`config.mk`:
```
export PLATFORM = sky130hd
export DESIGN_NAME = reg_file_ctrl
export DESIGN_NICKNAME = d
export VERILOG_FILES = /design/src/rtl/reg_file_ctrl.sv
export SDC_FILE = /design/constraint.sdc
export NUM_CORES = 1
export LEC_CHECK = 0
export CORE_MARGIN = 2
export CORE_UTILIZATION = 44
export CTS_CLUSTER_DIAMETER = 50
export DETAILED_ROUTE_END_ITERATION = 8
export PLACE_DENSITY = 0.78
export SYNTH_ARGS = -nofsm -noshare
export SYNTH_HDL_FRONTEND = slang
export SYNTH_SLANG_ARGS = --single-unit
export TNS_END_PERCENT = 100
```
`constraint.sdc`:
```
create_clock -name clk -period 1.77 [get_ports clk]
set_input_delay 0.354 -clock clk [delete_from_list [all_inputs] [get_ports clk]]
set_output_delay 0.354 -clock clk [all_outputs]
set_load 0.005 [all_outputs]
```
`src/rtl/reg_file_ctrl.sv`:
```
// Byte-command front end for the 16-entry register file: decodes write/read
// commands from the receive stream and returns read data to the transmitter.
module reg_file_ctrl #(
  parameter int DATA_WIDTH = 8,
  parameter int ADDR_WIDTH = 4,
  parameter int RD_TIMEOUT = 4
) (
  input  logic                  clk,
  input  logic                  RST,
  input  logic [DATA_WIDTH-1:0] RX_P_DATA,
  input  logic                  RX_D_VLD,
  output logic                  WrEn,
  output logic                  RdEn,
  output logic [ADDR_WIDTH-1:0] Address,
  output logic [DATA_WIDTH-1:0] WrData,
  input  logic [DATA_WIDTH-1:0] RdData,
  input  logic                  RdData_Valid,
  output logic [DATA_WIDTH-1:0] TX_P_DATA,
  output logic                  TX_D_VLD,
  input  logic                  TX_Busy,
  output logic                  CMD_ERR
);

  localparam int CNT_W = $clog2(RD_TIMEOUT + 1);
  localparam logic [DATA_WIDTH-1:0] OP_WR = DATA_WIDTH'(8'hAA);
  localparam logic [DATA_WIDTH-1:0] OP_RD = DATA_WIDTH'(8'hBB);

  typedef enum logic [2:0] {
    IDLE,
    WR_ADDR,
    WR_DATA,
    RD_ADDR,
    RD_WAIT,
    TX_SEND
  } state_t;

  state_t           state_reg;
  logic [CNT_W-1:0] cnt_reg;

  always_ff @(posedge clk or negedge RST) begin
    if (!RST) begin
      state_reg <= IDLE;
      cnt_reg   <= '0;
      WrEn      <= 1'b0;
      RdEn      <= 1'b0;
      TX_D_VLD  <= 1'b0;
      CMD_ERR   <= 1'b0;
      Address   <= '0;
      WrData    <= '0;
      TX_P_DATA <= '0;
    end else begin
      WrEn     <= 1'b0;
      RdEn     <= 1'b0;
      TX_D_VLD <= 1'b0;
      CMD_ERR  <= 1'b0;
      case (state_reg)
        IDLE: begin
          if (RX_D_VLD) begin
            if (RX_P_DATA == OP_WR) begin
              state_reg <= WR_ADDR;
            end else if (RX_P_DATA == OP_RD) begin
              state_reg <= RD_ADDR;
            end else begin
              CMD_ERR <= 1'b1;
            end
          end
        end
        WR_ADDR: begin
          if (RX_D_VLD) begin
            Address   <= RX_P_DATA[ADDR_WIDTH-1:0];
            state_reg <= WR_DATA;
          end
        end
        WR_DATA: begin
          if (RX_D_VLD) begin
            WrData    <= RX_P_DATA;
            WrEn      <= 1'b1;
            state_reg <= IDLE;
          end
        end
        RD_ADDR: begin
          if (RX_D_VLD) begin
            Address   <= RX_P_DATA[ADDR_WIDTH-1:0];
            RdEn      <= 1'b1;
            cnt_reg   <= '0;
            state_reg <= RD_WAIT;
          end
        end
        RD_WAIT: begin
          // cnt_reg==0 marks the RdEn cycle; the response window is counts 1..RD_TIMEOUT
          if (cnt_reg == '0) begin
            cnt_reg <= CNT_W'(1);
          end else if (RdData_Valid) begin
            TX_P_DATA <= RdData;
            cnt_reg   <= '0;
            state_reg <= TX_SEND;
          end else if (cnt_reg == CNT_W'(RD_TIMEOUT)) begin
            CMD_ERR   <= 1'b1;
            cnt_reg   <= '0;
            state_reg <= IDLE;
          end else begin
            cnt_reg <= cnt_reg + CNT_W'(1);
          end
        end
        TX_SEND: begin
          if (!TX_Busy) begin
            TX_D_VLD  <= 1'b1;
            state_reg <= IDLE;
          end
        end
        default: state_reg <= IDLE;
      endcase
    end
  end

endmodule
```
**Run 1: register map, names as in the netlist**

Other sequential cells in the stronger grey, the rest of the logic in the fainter grey.
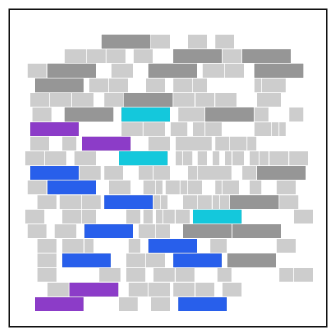
`state_reg`: in cyan, placed flops 3. `WrData`: in blue, placed flops 8. `Address`: in purple, placed flops 4.
Another 15 sequential cells are not coloured.

**Run 1: clock routing**

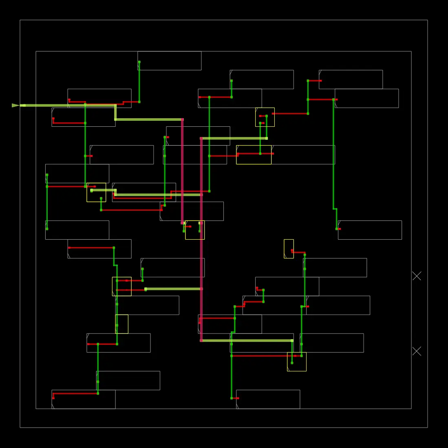
sequential cell count: 30
cts bufs inserted: 5
Layout Skew: 0.008060 ns

**Run 1: clock distribution**

Bar = 20 um.
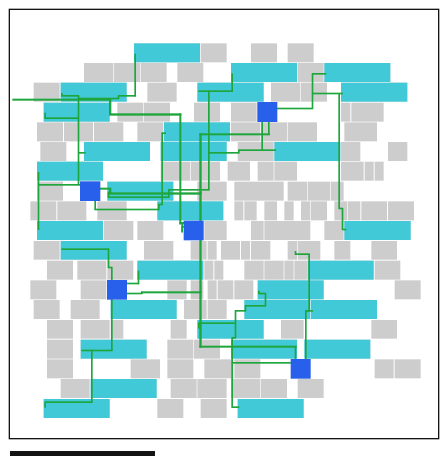
clock drivers: in blue, count 5. flip-flops: in cyan, count 30. clock wires: in green, length 392 um.
Position of the flops: all over the die.

## run 1: power by group through the flow
stage          logic (mW)  clock network, mW  registers (mW)
2_1_floorplan      0.0832                  0           0.793
3_3_place_gp        0.280                  0           0.792
3_5_place_dp        0.288                  0           0.793
4_1_cts             0.290              0.442           0.782
5_1_grt             0.323              0.480           0.789
6_report            0.298              0.428           0.780
## run 1: area by class of cell
type | instances | area (um2)
clock buffers | 7 | 55.05
clock inverters | 1 | 5.005
fillers | 235 | 913.4
inverters | 5 | 18.77
multi-input cells | 60 | 523.0
flip-flops and latches | 30 | 750.7
well taps | 31 | 38.79
repair buffers | 52 | 500.5
## run 1: cells by family after synthesis
family | count (synthesis) | share of synthesized area
multiplexers | 21 | 0.1781
buffers and inverters | 9 | 0.04053
flip-flops | 30 | 0.5655
AND-OR/OR-AND | 15 | 0.08200
adder cells (fa/ha/maj) | 2 | 0.01885
XOR/XNOR | 1 | 0.006599
AND/OR/NAND/NOR | 21 | 0.1084
## run 1: per-layer routing
| layer | GRT usage | vias up | wire length, um |
|---|---|---|---|
| met1 | 0.2222 | 509 | 1183 |
| met5 | 0 | - | 0 |
| met3 | 0.08791 | 7 | 229 |
| met4 | 0.07792 | 0 | 44 |
| met2 | 0.3000 | 37 | 1418 |
| li1 | - | 470 | - |
## run 1: worst max-delay path: cells and delay by family (launching register included)
kind | cells | cell delay (ns)
AOI/OAI and AO/OA | 3 | 0.54
DFF | 1 | 0.39
muxes | 1 | 0.28
adders and majority gates | 1 | 0.25
buffers and inverters | 1 | 0.06
==> flow_metrics.env, run 1 <==
# implementation run metrics
export IMPL_outcome="complete, but fails checks"
export IMPL_cts_resized=0
export IMPL_vias_per_cell=5.500
export IMPL_common_cells="dfrtp_1 (30), mux2_2 (21), inv_1 (5)"
export IMPL_synth_main_ff_cell="dfrtp_1"
export IMPL_crit_type="reg2reg"
export IMPL_violations="design-rule violations"
export IMPL_top_area_cell="dfrtp_1"
export IMPL_wl_per_cell_um=15.46
export IMPL_synthArstFlopShare=1.000
export IMPL_finalHoldViolCount=0
export IMPL_clock_sinks=30
export IMPL_coreArea_um2=2805
export IMPL_grt_pass1_wl_um=4899
export IMPL_p_switching_uw=367.3
export IMPL_timing_final_crit_share=0.9213
export IMPL_drc=2
export IMPL_final_cell_mix="clkdlybuf4s50_1 (44), dfrtp_1 (30), mux2_2 (21), buf_4 (8)"
export IMPL_r2r_cells=6
export IMPL_final_nets=177
export IMPL_p_total_mw=1.506
export IMPL_place_gp_congestion=0.8528
export IMPL_pwr_share_clk=0.284
export IMPL_ys_ff=30
export IMPL_timing_max_cap_violations=0
export IMPL_clk_insertion_delay_late_ns=0.33
export IMPL_reg_top3="TX_P_DATA: 8 flops, WrData: 8 flops, Address: 4 flops"
export IMPL_grt_overflow_total=0
export IMPL_synth_cells=99
export IMPL_yosysCellCount=99
export IMPL_dp_cells=176
export IMPL_clk_path_buf_depth=2
export IMPL_ys_warn_count=0
export IMPL_synth_nets=122
export IMPL_path_clk_slew_ns=0.10
export IMPL_grt_usage=0.1895
export IMPL_edf_count=0
export IMPL_diodes=0
==> run 2, diff against run 1 <==
--- a/config.mk
+++ b/config.mk
@@ -5,11 +5,13 @@
 export SDC_FILE = /design/constraint.sdc
 export NUM_CORES = 1
 export LEC_CHECK = 0
+export CELL_PAD_IN_SITES_DETAIL_PLACEMENT = 0
+export CELL_PAD_IN_SITES_GLOBAL_PLACEMENT = 2
 export CORE_MARGIN = 2
-export CORE_UTILIZATION = 44
+export CORE_UTILIZATION = 29
 export CTS_CLUSTER_DIAMETER = 50
 export DETAILED_ROUTE_END_ITERATION = 8
-export PLACE_DENSITY = 0.78
+export PLACE_DENSITY_LB_ADDON = 0.1
 export SYNTH_ARGS = -nofsm -noshare
 export SYNTH_HDL_FRONTEND = slang
 export SYNTH_SLANG_ARGS = --single-unit
**Run 2: ports around the boundary**

Pins as bars across the die edge, other pins in grey.
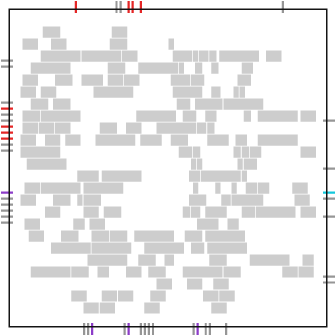
`TX_Busy`: in cyan, pins 1, direction input, edge east. `Address`: in purple, pins 4, direction output, edge 3 south, 1 west. `TX_P_DATA`: in red, pins 8, direction output, edge 4 north, 4 west.

==> run 2 against run 1 <==
  * The run now ends clean
  * Via count decreased by 3.2%
  * Sequential share of layout area decreased by 1.4 points
  * Critical path depth unchanged
  * Largest cell class unchanged
==> flow_metrics.env, run 2 <==
# implementation run metrics
export IMPL_outcome="finished, final reports clean"
export IMPL_p_total_mw=1.629
export IMPL_crit_type="reg2reg"
export IMPL_cp_depth=6
export IMPL_grt_pass1_wl_um=4857
export IMPL_area_leaders="dfrtp_1 (57%), mux2_2 (18%), ha_1 (1.9%), buf_6 (1.7%), inv_1 (1.4%)"
export IMPL_path_clk_slew_ns=0.06
export IMPL_diodes=0
export IMPL_drc=0
export IMPL_vias_per_cell=4.783
export IMPL_preCtsSetupSlack_ns=-0.02982
export IMPL_dp_cells=199
export IMPL_timing_max_cap_violations=0
export IMPL_clock_skew_ns=0.001879
export IMPL_clk_insertion_delay_late_ns=0.28
export IMPL_numCtsBuffers=5
export IMPL_final_nets=177
export IMPL_crit_buf_inv=1
export IMPL_wl_per_cell_um=13.94
export IMPL_finalHoldViolCount=0
export IMPL_grt_overflow_total=0
export IMPL_yosysCellCount=99
export IMPL_ys_warn_count=0
export IMPL_ys_ff=30
export IMPL_synth_cells=99
export IMPL_edf_count=0
export IMPL_synth_nets=122
export IMPL_synth_main_ff_cell="dfrtp_1"
export IMPL_place_gp_congestion=0.7735
export IMPL_timing_final_crit_share=0.9350
export IMPL_reg_top3="TX_P_DATA: 8 flops, WrData: 8 flops, Address: 4 flops"
export IMPL_coreArea_um2=4384
export IMPL_cp_top_family="AND-OR/OR-AND gates"
export IMPL_synthArstFlopShare=1.000
export IMPL_clk_path_buf_depth=2
export IMPL_grt_usage=0.1247
export IMPL_clock_sinks=30
export IMPL_common_cells="dfrtp_1 (30), mux2_2 (21), inv_1 (5)"
export IMPL_fillers=412
export IMPL_r2r_cells=6
run 2: cell counts after synthesis:
No cell type changed its count.
run 2: cell families (layout without fill, tap and decap cells):
kind of cell	Yosys count	after routing	share of synthesized area
fa+ha+maj	2	2	0.01885
mux	21	21	0.1781
xor+xnor	1	1	0.006599
buf+inv	9	65	0.04053
flops	30	30	0.5655
simple gates	21	21	0.1084
compound gates	15	15	0.08200
run 2: final cells by class:
class	count	area (um2)	share of cell area
sequential	30	750.7	0.3827
timing repair buffer	52	513.0	0.2615
clock inverter	1	5.005	0.002551
multi-input combinational	60	523.0	0.2666
clock buffer	7	86.33	0.04401
inverter	5	18.77	0.009566
tap	52	65.06	0.03316
run 2: where the power goes:
| part | total, mW | switching [mW] | internal, mW | leakage [nW] |
|---|---|---|---|---|
| registers | 0.782 | 0.0357 | 0.746 | 0.403 |
| clock network | 0.560 | 0.247 | 0.313 | 0.0482 |
| logic | 0.287 | 0.0918 | 0.195 | 0.420 |
| total | 1.63 | 0.375 | 1.25 | 0.871 |
run 2: metal layers:
metal / GRT usage / routed length (um) / vias to the layer above
met3: 0.04079 / 187 / 5
met5: 0 / 0 / -
met1: 0.1637 / 1252 / 481
met2: 0.1872 / 1404 / 34
li1: - / - / 470
met4: 0.05660 / 40 / 0
run 2: path summary, 6_finish.rpt:
check / startpoint / to
worst max register to register: cnt_reg[0] / state_reg[0]
worst max-delay path: cnt_reg[0] / state_reg[0]
max in group asynchronous: RST / WrData[5]
worst min register to register: TX_P_DATA[4] / TX_P_DATA[4]
min in group clk: TX_P_DATA[4] / TX_P_DATA[4]
worst min-delay path: RST / WrEn
Power is estimated from default activity; no workload was simulated.
